$ cat config.mk
export PLATFORM = sky130hd
export DESIGN_NAME = apb_rr_master
export DESIGN_NICKNAME = d
export VERILOG_FILES = /design/src/rtl/apb_rr_master_pkg.sv /design/src/rtl/apb_rr_master_rr_arbiter.sv /design/src/rtl/apb_rr_master.sv
export SDC_FILE = /design/constraint.sdc
export NUM_CORES = 1
export LEC_CHECK = 0
export CAP_MARGIN = 20
export CORE_MARGIN = 10
export CORE_UTILIZATION = 33
export CTS_CLUSTER_DIAMETER = 200
export DETAILED_ROUTE_END_ITERATION = 8
export PLACE_DENSITY = 0.77
export REMOVE_ABC_BUFFERS = 1
export SLEW_MARGIN = 20
export SYNTH_ARGS = -nofsm -noshare
export SYNTH_HDL_FRONTEND = slang
export SYNTH_SLANG_ARGS = --single-unit
$ cat constraint.sdc
create_clock -name PCLK -period 1.65 [get_ports PCLK]
set_input_delay 0.33 -clock PCLK [delete_from_list [all_inputs] [get_ports PCLK]]
set_output_delay 0.33 -clock PCLK [all_outputs]
set_load 0.01 [all_outputs]
$ cat src/rtl/apb_rr_master_pkg.sv
// Shared types and helpers for the round-robin APB4 requester.
package apb_rr_master_pkg;

  typedef enum logic [1:0] {
    IDLE   = 2'd0,
    SETUP  = 2'd1,
    ACCESS = 2'd2
  } apb_state_e;

  function automatic int strb_width(input int data_width);
    return data_width / 8;
  endfunction

endpackage

$ cat src/rtl/apb_rr_master_rr_arbiter.sv
// Round-robin arbiter: grants the first request at or above the pointer (with wrap);
// the pointer moves just past the winner whenever a grant is taken.
module rr_arbiter #(
  parameter int NUM_REQ = 2
) (
  input  logic               gclk,
  input  logic               grst_n,
  input  logic [NUM_REQ-1:0] req,
  input  logic               en,
  input  logic               adv,
  output logic [NUM_REQ-1:0] gnt
);

  localparam int PW = (NUM_REQ > 1) ? $clog2(NUM_REQ) : 1;

  logic [PW-1:0] r_ptr;
  logic [PW-1:0] w_ptr_nxt;
  logic          w_found;

  function automatic int wrap(input int v);
    return (v >= NUM_REQ) ? v - NUM_REQ : v;
  endfunction

  always_comb begin
    gnt       = '0;
    w_ptr_nxt = r_ptr;
    w_found   = 1'b0;
    for (int k = 0; k < NUM_REQ; k++) begin
      if (en && !w_found && req[wrap(int'(r_ptr) + k)]) begin
        gnt[wrap(int'(r_ptr) + k)] = 1'b1;
        w_ptr_nxt = PW'(wrap(int'(r_ptr) + k + 1));
        w_found   = 1'b1;
      end
    end
  end

  always_ff @(posedge gclk or negedge grst_n) begin
    if (!grst_n)  r_ptr <= '0;
    else if (adv) r_ptr <= w_ptr_nxt;
  end

endmodule

$ cat src/rtl/apb_rr_master.sv
// APB4 requester sharing one completer among NUM_REQ command sources, with
// round-robin arbitration, back-to-back transfers and an optional stall watchdog.
module apb_rr_master
  import apb_rr_master_pkg::*;
#(
  parameter int NUM_REQ    = 2,
  parameter int ADDR_WIDTH = 32,
  parameter int DATA_WIDTH = 32,
  parameter int TIMEOUT    = 0,
  localparam int SW        = strb_width(DATA_WIDTH)
) (
  input  logic                                PCLK,
  input  logic                                PRESETn,
  input  logic [NUM_REQ-1:0]                  req_valid,
  output logic [NUM_REQ-1:0]                  req_ready,
  input  logic [NUM_REQ-1:0]                  req_write,
  input  logic [NUM_REQ-1:0][ADDR_WIDTH-1:0]  req_addr,
  input  logic [NUM_REQ-1:0][DATA_WIDTH-1:0]  req_wdata,
  input  logic [NUM_REQ-1:0][SW-1:0]          req_strb,
  output logic [NUM_REQ-1:0]                  rsp_valid,
  output logic [DATA_WIDTH-1:0]               rsp_rdata,
  output logic                                rsp_slverr,
  output logic                                rsp_timeout,
  output logic                                PSEL,
  output logic                                PENABLE,
  output logic                                PWRITE,
  output logic [ADDR_WIDTH-1:0]               PADDR,
  output logic [DATA_WIDTH-1:0]               PWDATA,
  output logic [SW-1:0]                       PSTRB,
  input  logic [DATA_WIDTH-1:0]               PRDATA,
  input  logic                                PREADY,
  input  logic                                PSLVERR
);

  typedef struct packed {
    logic                  write;
    logic [ADDR_WIDTH-1:0] addr;
    logic [DATA_WIDTH-1:0] wdata;
    logic [SW-1:0]         strb;
  } cmd_t;

  apb_state_e r_state, w_state_nxt;
  cmd_t       r_cmd, w_cmd_sel;

  logic [NUM_REQ-1:0]    r_owner;
  logic [NUM_REQ-1:0]    w_req_m;
  logic [NUM_REQ-1:0]    w_gnt;
  logic                  w_win;
  logic                  w_accept;
  logic                  w_done;
  logic                  w_abort;

  logic [NUM_REQ-1:0]    r_rsp_valid;
  logic [DATA_WIDTH-1:0] r_rsp_rdata;
  logic                  r_rsp_slverr;
  logic                  r_rsp_timeout;

  // Accept window: idle, or the cycle the current transfer completes.
  assign w_win    = (r_state == IDLE) | ((r_state == ACCESS) & PREADY);
  assign w_done   = (r_state == ACCESS) & PREADY;
  assign w_req_m  = req_valid & ~((r_state == IDLE) ? '0 : r_owner);
  assign w_accept = |w_gnt;

  rr_arbiter #(.NUM_REQ(NUM_REQ)) u_arb (
    .gclk   (PCLK),
    .grst_n (PRESETn),
    .req    (w_req_m),
    .en     (w_win & PRESETn),
    .adv    (w_accept),
    .gnt    (w_gnt)
  );

  assign req_ready = w_gnt;

  // Reads never expose the requester's write data or strobes on the bus.
  always_comb begin
    w_cmd_sel = '0;
    for (int i = 0; i < NUM_REQ; i++) begin
      if (w_gnt[i]) begin
        w_cmd_sel.write = req_write[i];
        w_cmd_sel.addr  = req_addr[i];
        w_cmd_sel.wdata = req_write[i] ? req_wdata[i] : '0;
        w_cmd_sel.strb  = req_write[i] ? req_strb[i]  : '0;
      end
    end
  end

  generate
    if (TIMEOUT > 0) begin : g_wd
      localparam int WD_W = $clog2(TIMEOUT + 1);
      logic [WD_W-1:0] r_wd_cnt;

      assign w_abort = (r_state == ACCESS) & ~PREADY & (r_wd_cnt == WD_W'(TIMEOUT - 1));

      always_ff @(posedge PCLK or negedge PRESETn) begin
        if (!PRESETn)                                           r_wd_cnt <= '0;
        else if ((r_state == ACCESS) && !PREADY && !w_abort)    r_wd_cnt <= r_wd_cnt + WD_W'(1);
        else                                                    r_wd_cnt <= '0;
      end
    end else begin : g_no_wd
      assign w_abort = 1'b0;
    end
  endgenerate

  always_comb begin
    w_state_nxt = r_state;
    case (r_state)
      IDLE:    if (w_accept) w_state_nxt = SETUP;
      SETUP:   w_state_nxt = ACCESS;
      ACCESS: begin
        if (PREADY)       w_state_nxt = w_accept ? SETUP : IDLE;
        else if (w_abort) w_state_nxt = IDLE;
      end
      default: w_state_nxt = IDLE;
    endcase
  end

  always_ff @(posedge PCLK or negedge PRESETn) begin
    if (!PRESETn) begin
      r_state       <= IDLE;
      r_cmd         <= '0;
      r_owner       <= '0;
      r_rsp_valid   <= '0;
      r_rsp_rdata   <= '0;
      r_rsp_slverr  <= 1'b0;
      r_rsp_timeout <= 1'b0;
    end else begin
      r_state <= w_state_nxt;
      if (w_accept) begin
        r_cmd   <= w_cmd_sel;
        r_owner <= w_gnt;
      end
      r_rsp_valid   <= (w_done | w_abort) ? r_owner : '0;
      r_rsp_rdata   <= (w_done & ~r_cmd.write) ? PRDATA : '0;
      r_rsp_slverr  <= (w_done & PSLVERR) | w_abort;
      r_rsp_timeout <= w_abort;
    end
  end

  // Phase strobes decode the async-reset state so they drop immediately on reset.
  assign PSEL        = (r_state != IDLE);
  assign PENABLE     = (r_state == ACCESS);
  assign PWRITE      = r_cmd.write;
  assign PADDR       = r_cmd.addr;
  assign PWDATA      = r_cmd.wdata;
  assign PSTRB       = r_cmd.strb;
  assign rsp_valid   = r_rsp_valid;
  assign rsp_rdata   = r_rsp_rdata;
  assign rsp_slverr  = r_rsp_slverr;
  assign rsp_timeout = r_rsp_timeout;

endmodule

**Run 1: signal wires on met3**

Scale: 2 px per µm. Cells faint in the background.
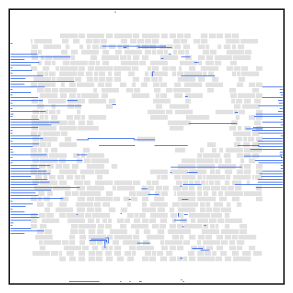
wire length on this layer = 1,450 µm
share of all routed wire = 7.6%
longest straight run = 35.6 µm
nets with wire on the layer = 137
main direction = horizontal

**Run 1: power grid**

Scale: 3 px per µm. Pins as bars on the die edge. Tap cells in gray.
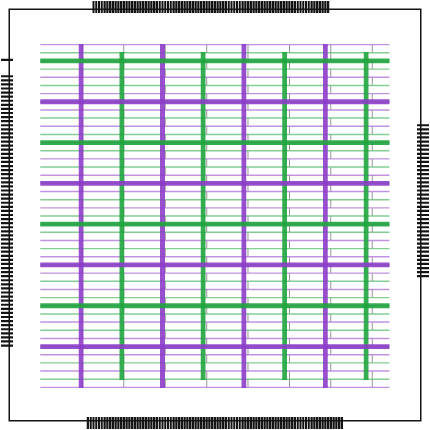
purple -> VSS
green -> VDD
met1 rails = 43
signal pins = 285
met5 straps = 8

**Run 1: clock wiring as the flow saved it**

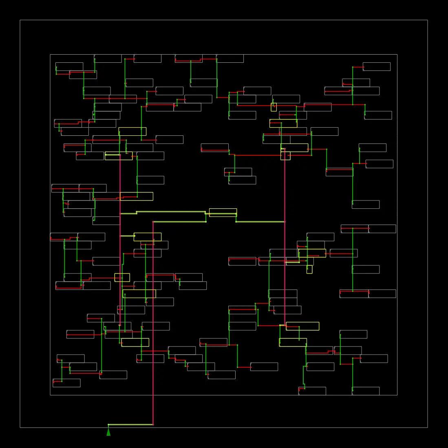
layout clock buffer count: 10
Post-Route Skew: 0.00685 ns
clk ins delay skew pair: 0.34 ns
final sequential cell count: 109

==> flow_results.xml, run 1 <==
<?xml version="1.0" encoding="UTF-8"?>
<metrics>
  <group name="status">
    <metric name="outcome" unit="">finished, violations left</metric>
    <metric name="violated_checks" unit="">negative setup slack</metric>
  </group>
  <group name="timing">
    <metric name="finalWorstPathRequiredPeriod" unit="ns">1.89</metric>
    <metric name="max_clock_freq" unit="GHz">0.528</metric>
    <metric name="rsz_0062_raised_after_global_routing" unit="">true</metric>
    <metric name="slew_violations" unit="">0</metric>
    <metric name="fin_worst_hold_slack" unit="ns">0.0521</metric>
    <metric name="final.period_utilization" unit="%">115</metric>
    <metric name="final-setup-viol-count" unit="">71</metric>
    <metric name="post-route-worst-setup-slack" unit="ns">-0.244</metric>
    <metric name="timing.setup.tns" unit="ns">-13.11</metric>
  </group>
  <group name="synthesis">
    <metric name="ys_seq_share" unit="%">60.7</metric>
    <metric name="synth_instances" unit="">339</metric>
    <metric name="synth.avg_cell_area" unit="µm²">13.3</metric>
  </group>
  <group name="detailed_routing">
    <metric name="route.top_layer_used" unit="">met4</metric>
    <metric name="drtAntennaViolNets" unit="">0</metric>
    <metric name="met3_wirelength" unit="µm">1450</metric>
    <metric name="initialDrtViolationCount" unit="">205</metric>
  </group>
  <group name="clock_tree">
    <metric name="htree_num_levels" unit="">3</metric>
    <metric name="post_cts_resized" unit="">38</metric>
  </group>
  <group name="critical_path">
    <metric name="crit_chain" unit="">nand3b_1 -&gt; a221oi_4 -&gt; buf_2</metric>
    <metric name="critical-path-slowest-cell" unit="">dfrtp_2</metric>
    <metric name="r2r_slack" unit="ns">-0.24</metric>
    <metric name="timing.critical_path.from_type" unit="">register</metric>
    <metric name="r2r-start" unit="">r_state[1]</metric>
  </group>
  <group name="final_layout">
    <metric name="sh_comb_area" unit="%">20.0</metric>
    <metric name="n_all_inverters" unit="">2</metric>
    <metric name="finish.instance_area" unit="µm²">8470</metric>
    <metric name="regArea" unit="µm²">2730</metric>
    <metric name="final-clk-cell-share" unit="%">4.11</metric>
    <metric name="multiInputCombCellCount" unit="">199</metric>
  </group>
  <group name="pwr">
    <metric name="power.sequential.fraction" unit="%">34.5</metric>
    <metric name="post-layout-total-power" unit="µW">11500</metric>
    <metric name="seq_cell_power" unit="µW">3980</metric>
    <metric name="clk-power" unit="µW">2520</metric>
    <metric name="power.leakage" unit="µW">0.00399</metric>
  </group>
  <group name="grt">
    <metric name="globalRouteMet1Util" unit="%">20.2</metric>
    <metric name="grt.met2_usage" unit="%">32.7</metric>
  </group>
  <group name="floorplan">
    <metric name="initial_core_util" unit="%">33.8</metric>
    <metric name="placement_rows" unit="">42</metric>
  </group>
</metrics>
==> run 1: logic make-up (layout without fill, tap and decap cells) <==
kind of cell,Yosys count,in the layout,synth area share (%)
AND/OR/NAND/NOR,99,99,13.8
multiplexers,19,19,4.74
other,1,1,0.0835
buffers and inverters,31,347,3.62
XOR/XNOR,1,1,0.195
AND-OR/OR-AND,79,79,16.9
flip-flops,109,109,60.7
==> run 1: registers in the layout, summed over array words and instances (netlist names) <==
signal       count
PSTRB            4
PWDATA          32
rsp_rdata       32
u_arb.r_ptr      1
PADDR           32
r_owner          2
rsp_valid        2
rsp_slverr       1
PWRITE           1
r_state          2
==> run 1: worst max-delay path, delay by kind of cell (launching register included) <==
kind	cells	cell delay [ns]
AOI/OAI and AO/OA	1	0.33
buffers and inverters	1	0.22
DFF	1	0.44
and+or+nand+nor	1	0.23
**Run 1: metal 2**

Scale: 2 px per µm.
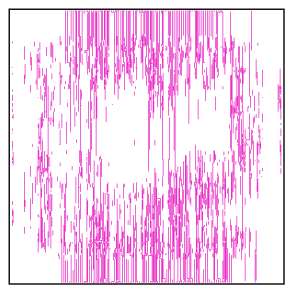

==> run 2, diff against run 1 <==
--- a/config.mk
+++ b/config.mk
@@ -10,6 +10,7 @@
 export CORE_UTILIZATION = 33
 export CTS_CLUSTER_DIAMETER = 200
 export DETAILED_ROUTE_END_ITERATION = 8
+export HOLD_SLACK_MARGIN = 0.02
 export PLACE_DENSITY = 0.77
 export REMOVE_ABC_BUFFERS = 1
 export SLEW_MARGIN = 20
==> constraint.sdc (replaced) <==
create_clock -name PCLK -period 1.65 [get_ports PCLK]
set_input_delay 0.33 -clock PCLK [delete_from_list [all_inputs] [get_ports PCLK]]
set_output_delay 0.33 -clock PCLK [all_outputs]
set_load 0.02 [all_outputs]
**Run 2: metal 2**

Scale: 2 px per µm.
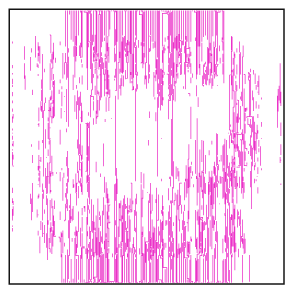
share of all routed wire = 54%
wire length on this layer = 10,000 µm
main direction = vertical
nets with wire on the layer = 732
longest straight run = 49.3 µm

**Run 2: power grid**

Scale: 3 px per µm. Pins as bars on the die edge. Tap cells in gray.
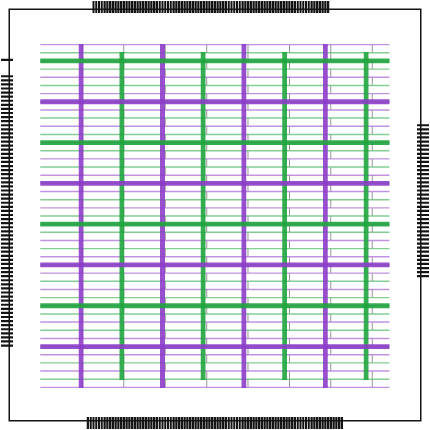
green -> VDD
purple -> VSS
met5 straps = 8
met1 rails = 43
met4 straps = 8

==> run 2 against run 1 <==
Net effect: the flow still finishes with violations (negative setup slack); critical path type is now input port to output pin; clock skew is 0.0019 ns lower; sequential cell count stayed put; critical path depth is 1 higher; via count is 1.9% lower; design area is 3.2% lower; final cell count is 0.60% lower; clock power is 9.1% lower.
==> flow_results.xml, run 2 <==
<?xml version="1.0" encoding="UTF-8"?>
<metrics>
  <group name="synthesis">
    <metric name="synth_instances" unit="">339</metric>
    <metric name="ys_seq_share" unit="%">60.7</metric>
    <metric name="multiplexer_area_fraction_after_synthesis" unit="%">4.74</metric>
    <metric name="adder_share" unit="%">0</metric>
  </group>
  <group name="pwr">
    <metric name="power.leakage" unit="µW">0.00430</metric>
    <metric name="post-layout-total-power" unit="µW">11200</metric>
    <metric name="power.sequential.fraction" unit="%">35.2</metric>
  </group>
  <group name="final_layout">
    <metric name="sh_comb_area" unit="%">20.7</metric>
    <metric name="multiInputCombCellCount" unit="">199</metric>
    <metric name="seq_cell_count" unit="">109</metric>
  </group>
  <group name="status">
    <metric name="violated_checks" unit="">negative setup slack</metric>
    <metric name="outcome" unit="">finished, violations left</metric>
  </group>
  <group name="timing">
    <metric name="final-setup-viol-count" unit="">71</metric>
    <metric name="post-route-worst-setup-slack" unit="ns">-0.225</metric>
    <metric name="max_clock_freq" unit="GHz">0.533</metric>
  </group>
  <group name="clock_tree">
    <metric name="clk_latency" unit="ns">0.36</metric>
  </group>
  <group name="detailed_routing">
    <metric name="drtAntennaViolNets" unit="">0</metric>
    <metric name="met3_wirelength" unit="µm">1550</metric>
  </group>
  <group name="floorplan">
    <metric name="placement_rows" unit="">42</metric>
  </group>
  <group name="grt">
    <metric name="globalRouteMet1Util" unit="%">19.8</metric>
  </group>
  <group name="critical_path">
    <metric name="r2r_slack" unit="ns">-0.19</metric>
    <metric name="cp_num_buf_inv" unit="">2</metric>
  </group>
</metrics>
==> run 2: worst max path at each step <==
stage                            start            to  slack (ns)  depth (start not counted)
after floorplan             r_state[1]     PADDR[13]       -1.71                          4
after CTS                   r_state[0]  req_ready[0]       -0.21                          3
final                     req_valid[1]  req_ready[0]       -0.22                          4
after global routing        r_state[0]  req_ready[1]       -0.29                          3
after detailed placement        PREADY  req_ready[0]       -0.74                          4
after global placement          PREADY  req_ready[0]       -0.74                          4
==> run 2: kinds of logic (layout without fill, tap and decap cells) <==
logic type,Yosys count,after routing
xor+xnor,1,1
simple gates,99,99
other cells,1,1
buf+inv,31,342
compound gates,79,79
mux,19,19
flops,109,109
Power and IR drop assume default switching activity.
